--- config.mk ---
export PLATFORM = sky130hd
export DESIGN_NAME = im_c2d
export DESIGN_NICKNAME = d
export VERILOG_FILES = /design/src/rtl/im_c2d_pkg.sv /design/src/rtl/im_c2d_fifo.sv /design/src/rtl/im_c2d.sv
export SDC_FILE = /design/constraint.sdc
export NUM_CORES = 2
export LEC_CHECK = 0
export ABC_AREA = 0
export CORE_ASPECT_RATIO = 0.9
export CORE_UTILIZATION = 55
export CTS_CLUSTER_SIZE = 10
export DETAILED_ROUTE_END_ITERATION = 16
export PLACE_DENSITY = 0.75
export SLEW_MARGIN = 20
export SYNTH_ARGS = -nofsm -noshare
export SYNTH_HDL_FRONTEND = slang
export SYNTH_MEMORY_MAX_BITS = 65536
export SYNTH_SLANG_ARGS = --single-unit
--- constraint.sdc ---
create_clock -name clk -period 119.1 [get_ports clk]
set_input_delay 23.82 -clock clk [delete_from_list [all_inputs] [get_ports clk]]
set_output_delay 23.82 -clock clk [all_outputs]
set_load 0.02 [all_outputs]
--- src/rtl/im_c2d_pkg.sv ---
// rtl/im_c2d_pkg.sv - shared widths, FSM state type and helpers for the IM-to-DRAM dump engine
package im_c2d_pkg;

    localparam int DDR_AXI_ADDR_WIDTH  = 32;
    localparam int DDR_LEN_WIDTH       = 20;
    localparam int DDR_AXIS_DATA_WIDTH = 512;
    localparam int INS_RAM_DEPTH       = 8192;
    localparam int INS_RAM_DATA_WIDTH  = 512;

    typedef enum logic [1:0] {
        ST_IDLE   = 2'd0,
        ST_DESC   = 2'd1,
        ST_STREAM = 2'd2,
        ST_WAIT   = 2'd3
    } state_t;

    function automatic logic [31:0] popcount32(input logic [31:0] v);
        logic [31:0] c;
        c = '0;
        for (int i = 0; i < 32; i++) begin
            c = c + {31'd0, v[i]};
        end
        return c;
    endfunction

endpackage

--- src/rtl/im_c2d_fifo.sv ---
// rtl/im_c2d_fifo.sv - synchronous first-word-fall-through FIFO with occupancy count
module im_c2d_fifo #(
    parameter int WIDTH = 513,
    parameter int DEPTH = 8
) (
    input  logic                     clk,
    input  logic                     rst,
    input  logic                     wr_en,
    input  logic [WIDTH-1:0]         wr_data,
    input  logic                     rd_en,
    output logic [WIDTH-1:0]         rd_data,
    output logic                     empty,
    output logic                     full,
    output logic [$clog2(DEPTH):0]   count
);
    localparam int AW = $clog2(DEPTH);

    logic [WIDTH-1:0] mem_q [DEPTH];
    logic [AW-1:0]    wr_ptr_q, wr_ptr_d;
    logic [AW-1:0]    rd_ptr_q, rd_ptr_d;
    logic [AW:0]      count_q, count_d;
    logic             do_wr, do_rd;

    assign empty   = (count_q == '0);
    assign full    = (count_q == (AW+1)'(DEPTH));
    assign count   = count_q;
    assign rd_data = mem_q[rd_ptr_q];

    always_comb begin
        do_wr    = wr_en && !full;
        do_rd    = rd_en && !empty;
        wr_ptr_d = wr_ptr_q + (do_wr ? AW'(1) : AW'(0));
        rd_ptr_d = rd_ptr_q + (do_rd ? AW'(1) : AW'(0));
        count_d  = count_q + (do_wr ? (AW+1)'(1) : (AW+1)'(0))
                           - (do_rd ? (AW+1)'(1) : (AW+1)'(0));
    end

    // Storage is not reset; the head is only observed while count is non-zero.
    always_ff @(posedge clk) begin
        if (do_wr) begin
            mem_q[wr_ptr_q] <= wr_data;
        end
    end

    always_ff @(posedge clk or posedge rst) begin
        if (rst) begin
            wr_ptr_q <= '0;
            rd_ptr_q <= '0;
            count_q  <= '0;
        end else begin
            wr_ptr_q <= wr_ptr_d;
            rd_ptr_q <= rd_ptr_d;
            count_q  <= count_d;
        end
    end

endmodule

--- src/rtl/im_c2d.sv ---
// rtl/im_c2d.sv - streams instruction RAM contents to the DMA write channel; IM_C2D_OUT_REG_EN adds an AXIS output register slice
module im_c2d
    import im_c2d_pkg::*;
#(
    parameter int DATA_WIDTH     = DDR_AXIS_DATA_WIDTH,
    parameter int AXI_ADDR_WIDTH = DDR_AXI_ADDR_WIDTH,
    parameter int LEN_WIDTH      = DDR_LEN_WIDTH,
    parameter int RAM_AW         = $clog2(INS_RAM_DEPTH),
    parameter int RD_LATENCY     = 2,
    parameter int FIFO_DEPTH     = 8
) (
    input  logic                      clk,
    input  logic                      rst,
    input  logic                      start_pulse,
    input  logic [31:0]               d_addr,
    input  logic [31:0]               n_bytes,
    output logic                      busy,
    output logic                      done_pulse,
    output logic [AXI_ADDR_WIDTH-1:0] dma_wr_desc_addr,
    output logic [LEN_WIDTH-1:0]      dma_wr_desc_len,
    output logic                      dma_wr_desc_valid,
    input  logic                      dma_wr_desc_ready,
    input  logic                      dma_wr_desc_status_valid,
    output logic [DATA_WIDTH-1:0]     dma_wr_write_data_tdata,
    output logic                      dma_wr_write_data_tvalid,
    input  logic                      dma_wr_write_data_tready,
    output logic                      dma_wr_write_data_tlast,
    output logic                      rd_en,
    output logic [RAM_AW-1:0]         rd_addr,
    input  logic [DATA_WIDTH-1:0]     dout
);
    localparam int BPB_LOG = $clog2(DATA_WIDTH / 8);
    localparam int BW      = LEN_WIDTH + 1;
    localparam int CNT_W   = $clog2(FIFO_DEPTH) + 1;

    state_t                    state_q, state_d;
    logic [AXI_ADDR_WIDTH-1:0] addr_q, addr_d;
    logic [LEN_WIDTH-1:0]      len_q, len_d;
    logic [BW-1:0]             n_beats_q, n_beats_d;
    logic [BW-1:0]             issued_q, issued_d;
    logic [BW-1:0]             pushed_q, pushed_d;
    logic                      rd_en_q, rd_en_d;
    logic [RAM_AW-1:0]         rd_addr_q, rd_addr_d;
    logic                      busy_q, busy_d;
    logic                      done_q, done_d;
    logic                      desc_valid_q, desc_valid_d;
    logic [RD_LATENCY-1:0]     sr_q, sr_d;

    logic [LEN_WIDTH-1:0]      start_len;
    logic [BW-1:0]             start_beats;
    logic [31:0]               outstanding;
    logic                      issue_ok;

    logic                      fifo_push, fifo_pop, fifo_empty;
    logic [CNT_W-1:0]          fifo_count;
    logic [DATA_WIDTH:0]       fifo_wr_data, fifo_rd_data;

    logic                      axis_valid, axis_last, axis_fire;
    logic [DATA_WIDTH-1:0]     axis_data;
    logic                      unused_bits;

    assign unused_bits  = ^n_bytes[31:LEN_WIDTH];

    assign start_len    = n_bytes[LEN_WIDTH-1:0];
    assign start_beats  = (BW'(start_len) + BW'((DATA_WIDTH / 8) - 1)) >> BPB_LOG;

    // rd_en_q is the read-issue strobe; sr_q tracks it down to the cycle dout is valid.
    assign fifo_push    = sr_q[RD_LATENCY-1];
    assign fifo_wr_data = {(pushed_q == n_beats_q - BW'(1)), dout};

    // Credits: every read issued but not yet popped must fit in the FIFO.
    assign outstanding  = 32'(fifo_count) + 32'(rd_en_q) + popcount32(32'(sr_q))
                        - 32'(fifo_pop);
    assign issue_ok     = ((state_q == ST_STREAM) ||
                           (state_q == ST_DESC && dma_wr_desc_ready)) &&
                          (outstanding < 32'(FIFO_DEPTH)) &&
                          (issued_q < n_beats_q);

    im_c2d_fifo #(
        .WIDTH (DATA_WIDTH + 1),
        .DEPTH (FIFO_DEPTH)
    ) u_fifo (
        .clk     (clk),
        .rst     (rst),
        .wr_en   (fifo_push),
        .wr_data (fifo_wr_data),
        .rd_en   (fifo_pop),
        .rd_data (fifo_rd_data),
        .empty   (fifo_empty),
        .full    (),
        .count   (fifo_count)
    );

`ifdef IM_C2D_OUT_REG_EN
    logic                  out_valid_q, out_valid_d;
    logic                  out_last_q, out_last_d;
    logic [DATA_WIDTH-1:0] out_data_q, out_data_d;

    assign fifo_pop = !fifo_empty && (!out_valid_q || dma_wr_write_data_tready);

    always_comb begin
        out_valid_d = out_valid_q;
        out_last_d  = out_last_q;
        out_data_d  = out_data_q;
        if (fifo_pop) begin
            out_valid_d = 1'b1;
            out_last_d  = fifo_rd_data[DATA_WIDTH];
            out_data_d  = fifo_rd_data[DATA_WIDTH-1:0];
        end else if (dma_wr_write_data_tready) begin
            out_valid_d = 1'b0;
            out_last_d  = 1'b0;
        end
    end

    always_ff @(posedge clk or posedge rst) begin
        if (rst) begin
            out_valid_q <= 1'b0;
            out_last_q  <= 1'b0;
            out_data_q  <= '0;
        end else begin
            out_valid_q <= out_valid_d;
            out_last_q  <= out_last_d;
            out_data_q  <= out_data_d;
        end
    end

    assign axis_valid = out_valid_q;
    assign axis_last  = out_last_q;
    assign axis_data  = out_data_q;
`else
    assign fifo_pop   = !fifo_empty && dma_wr_write_data_tready;
    assign axis_valid = !fifo_empty;
    assign axis_last  = !fifo_empty && fifo_rd_data[DATA_WIDTH];
    assign axis_data  = fifo_empty ? '0 : fifo_rd_data[DATA_WIDTH-1:0];
`endif

    assign axis_fire  = axis_valid && dma_wr_write_data_tready;

    always_comb begin
        state_d   = state_q;
        addr_d    = addr_q;
        len_d     = len_q;
        n_beats_d = n_beats_q;
        rd_en_d   = issue_ok;
        issued_d  = issued_q + BW'(issue_ok);
        rd_addr_d = issue_ok ? RAM_AW'(issued_q) : rd_addr_q;
        pushed_d  = pushed_q + BW'(fifo_push);
        sr_d      = (sr_q << 1) | RD_LATENCY'(rd_en_q);
        done_d    = 1'b0;

        case (state_q)
            ST_IDLE: begin
                if (start_pulse) begin
                    addr_d    = d_addr[AXI_ADDR_WIDTH-1:0];
                    len_d     = start_len;
                    n_beats_d = start_beats;
                    issued_d  = '0;
                    pushed_d  = '0;
                    if (start_len == '0) begin
                        done_d = 1'b1;
                    end else begin
                        state_d = ST_DESC;
                    end
                end
            end
            ST_DESC: begin
                if (dma_wr_desc_ready) begin
                    state_d = ST_STREAM;
                end
            end
            ST_STREAM: begin
                if (axis_fire && axis_last) begin
                    state_d = ST_WAIT;
                end
            end
            ST_WAIT: begin
                if (dma_wr_desc_status_valid) begin
                    done_d  = 1'b1;
                    state_d = ST_IDLE;
                end
            end
            default: state_d = ST_IDLE;
        endcase

        busy_d       = (state_d != ST_IDLE);
        desc_valid_d = (state_d == ST_DESC);
    end

    always_ff @(posedge clk or posedge rst) begin
        if (rst) begin
            state_q      <= ST_IDLE;
            addr_q       <= '0;
            len_q        <= '0;
            n_beats_q    <= '0;
            issued_q     <= '0;
            pushed_q     <= '0;
            rd_en_q      <= 1'b0;
            rd_addr_q    <= '0;
            sr_q         <= '0;
            busy_q       <= 1'b0;
            done_q       <= 1'b0;
            desc_valid_q <= 1'b0;
        end else begin
            state_q      <= state_d;
            addr_q       <= addr_d;
            len_q        <= len_d;
            n_beats_q    <= n_beats_d;
            issued_q     <= issued_d;
            pushed_q     <= pushed_d;
            rd_en_q      <= rd_en_d;
            rd_addr_q    <= rd_addr_d;
            sr_q         <= sr_d;
            busy_q       <= busy_d;
            done_q       <= done_d;
            desc_valid_q <= desc_valid_d;
        end
    end

    assign busy                     = busy_q;
    assign done_pulse               = done_q;
    assign dma_wr_desc_addr         = addr_q;
    assign dma_wr_desc_len          = len_q;
    assign dma_wr_desc_valid        = desc_valid_q;
    assign rd_en                    = rd_en_q;
    assign rd_addr                  = rd_addr_q;
    assign dma_wr_write_data_tdata  = axis_data;
    assign dma_wr_write_data_tvalid = axis_valid;
    assign dma_wr_write_data_tlast  = axis_last;

endmodule
==> flow_summary.ini <==
; flow metrics
[finish]
area_growth_pct = 17.87

[synthesis]
yosysTopAreaCell = edfxtp_1
top_cells_by_count = edfxtp_1, mux4_2, nor2_1
yosys-top-cells-area = edfxtp_1, mux4_2, mux2i_1
syn-cell-area_um2 = 162000
top_cell = edfxtp_1
ys_seq_share_pct = 78.21
ys_types = 57
numSynthFlops = 4244

[place]
dp_hpwl_um = 217500
place_ws_ns = 88.32

[job]
tool_warnings = 90
cap_violations = 0

[grt]
antenna_found_initial = 148
grt_overflow = 0
groute.usage.overall_pct = 25.30
grt_start_max_net_pins = 139

[run_status]
status = complete, no violations

[sta]
setup_ws_ns = 87.83
fmax_mhz = 31.98
tightestPinTransition_ns = 1.163
maxSlewViolCount = 0

[clock_tree]
htreeDepth = 5
clk_pin_slew_ns = 0.06

[critical_path]
arrival_ns = 7.45
required_ns = 95.28
crit_fanout = 50
worstReg2RegStart = u_fifo.count[3]
r2r-end = issued_q[18]
crit_start = u_fifo.rd_ptr_q[0]

[min_path]
hold_class = register to register

[floorplan]
rows = 188

[routing]
drtIter0Drc = 7539
routed_wl_um = 380900
routed_via_density = 6.154

[power_and_ir_drop]
swShare_pct = 31.63
cell families after synthesis:
| kind of cell | share of synthesized area (%) |
|---|---|
| buffers and inverters | 1.044 |
| muxes | 17.56 |
| DFF | 78.21 |
| adders and majority gates | 0.3336 |
| and+or+nand+nor | 2.223 |
| AOI/OAI and AO/OA | 0.2425 |
| xor gates and xnor gates | 0.3837 |
area by class of cell:
| class | count | area [um^2] |
|---|---|---|
| diodes | 87 | 217.7 |
| clock buffers | 554 | 12140 |
| clock inverters | 23 | 371.6 |
| fillers | 18435 | 101400 |
| inverters | 42 | 162.7 |
| multi-input cells | 2619 | 33680 |
| flip-flops and latches | 4244 | 126800 |
| well taps | 3895 | 4873 |
| repair buffers | 1285 | 12820 |
layer usage:
metal | up-vias | GRT usage (%) | routed length, um
li1 | 32646 | - | -
met1 | 41519 | 32.58 | 142100
met2 | 3390 | 40.32 | 185800
met3 | 812 | 6.956 | 34480
met4 | 92 | 12.18 | 18040
met5 | - | 0 | 586
worst max-delay path, stage by stage (launching register included):
cell             delay [ns]
dfrtp_4                0.79
buf_4                  0.53
buf_16                 0.29
buf_4                  0.74
buf_4                  0.73
buf_4                  0.89
buf_4                  0.87
mux4_2                 0.60
mux2i_1                0.16
nor2_1                 0.09
clkdlybuf4s50_1        0.62
layout by cell type (no fill, tap or decap), types with 87 or more instances in the layout:
cell,netlist,layout
dfrtp_1,140,137
nand2_1,203,202
buf_4,1,110
nor2_1,577,571
clkbuf_16,0,472
mux4_2,1026,1026
mux2i_1,515,515
clkdlybuf4s50_1,0,1152
diode_2,0,87
edfxtp_1,4104,4104
through the flow:
stage / util, % / instances / hold slack (ns) / cell area [um^2] / total power, W
detailed placement: 60.97 / 12084 / 0.3666 / 178300 / 0.003367
global route: 65.31 / 12724 / 0.3795 / 191000 / 0.004726
global placement: 60.96 / 12083 / 0.3663 / 178200 / 0.003353
finish: 65.33 / 12749 / 0.3665 / 191000 / 0.004566
floorplan: - / 7274 / 0.3537 / 162000 / 0.002765
CTS: 65.24 / 12661 / 0.3719 / 190800 / 0.004601
power by group through the flow:
| stage | clock network (W) | logic, W | registers, W |
|---|---|---|---|
| 5_1_grt | 0.00130 | 0.00169 | 0.00173 |
| 3_3_place_gp | 0 | 0.00160 | 0.00176 |
| 4_1_cts | 0.00125 | 0.00162 | 0.00173 |
| 2_1_floorplan | 0 | 0.000958 | 0.00181 |
| 6_report | 0.00123 | 0.00160 | 0.00173 |
| 3_5_place_dp | 0 | 0.00161 | 0.00176 |
sequential cells by signal, indices dropped and copies added, names as in the netlist:
signal,cells
issued_q,21
n_beats_q,15
done_pulse,1
dma_wr_desc_valid,1
busy,1
dma_wr_desc_len,20
u_fifo.rd_ptr_q,3
state_q,2
rd_en,1
u_fifo.count,4
sr_q,2
rd_addr,13
u_fifo.wr_ptr_q,3
dma_wr_desc_addr,32
u_fifo.mem_q,4104
pushed_q,21
port_nets.png
Drawn at 1 px/um.
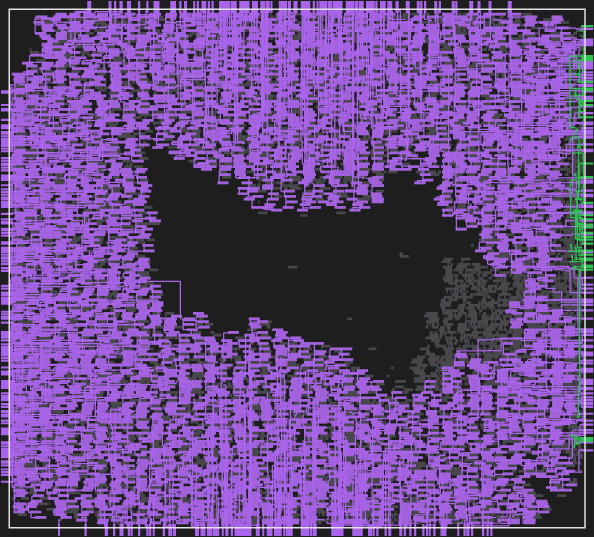
[dout] purple | bits: 512 | direction: input | end cells: 4,096 | wire: 73.3 mm
[d_addr] green | bits: 32 | direction: input | end cells: 32 | wire: 1,290 um
I/O pin cnt: 1,165
Port Buffer Count: 1,152

density.png
Drawn at 0.5 px/um. 29 x 26 tiles, from dark blue (low) to red (high), 0 to 100% covered.
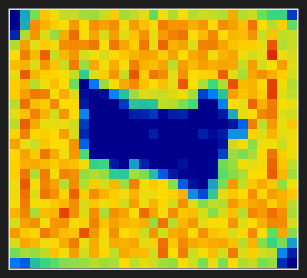
tiles over 75% full: 45%
emptiest ninth of the die: centre
mean over tiles: 63%
nearly empty tiles: 11%
fullest tile: 96%
Core Area: 292,400 um^2
FP Util: 55.42%

Power and IR drop assume default switching activity.
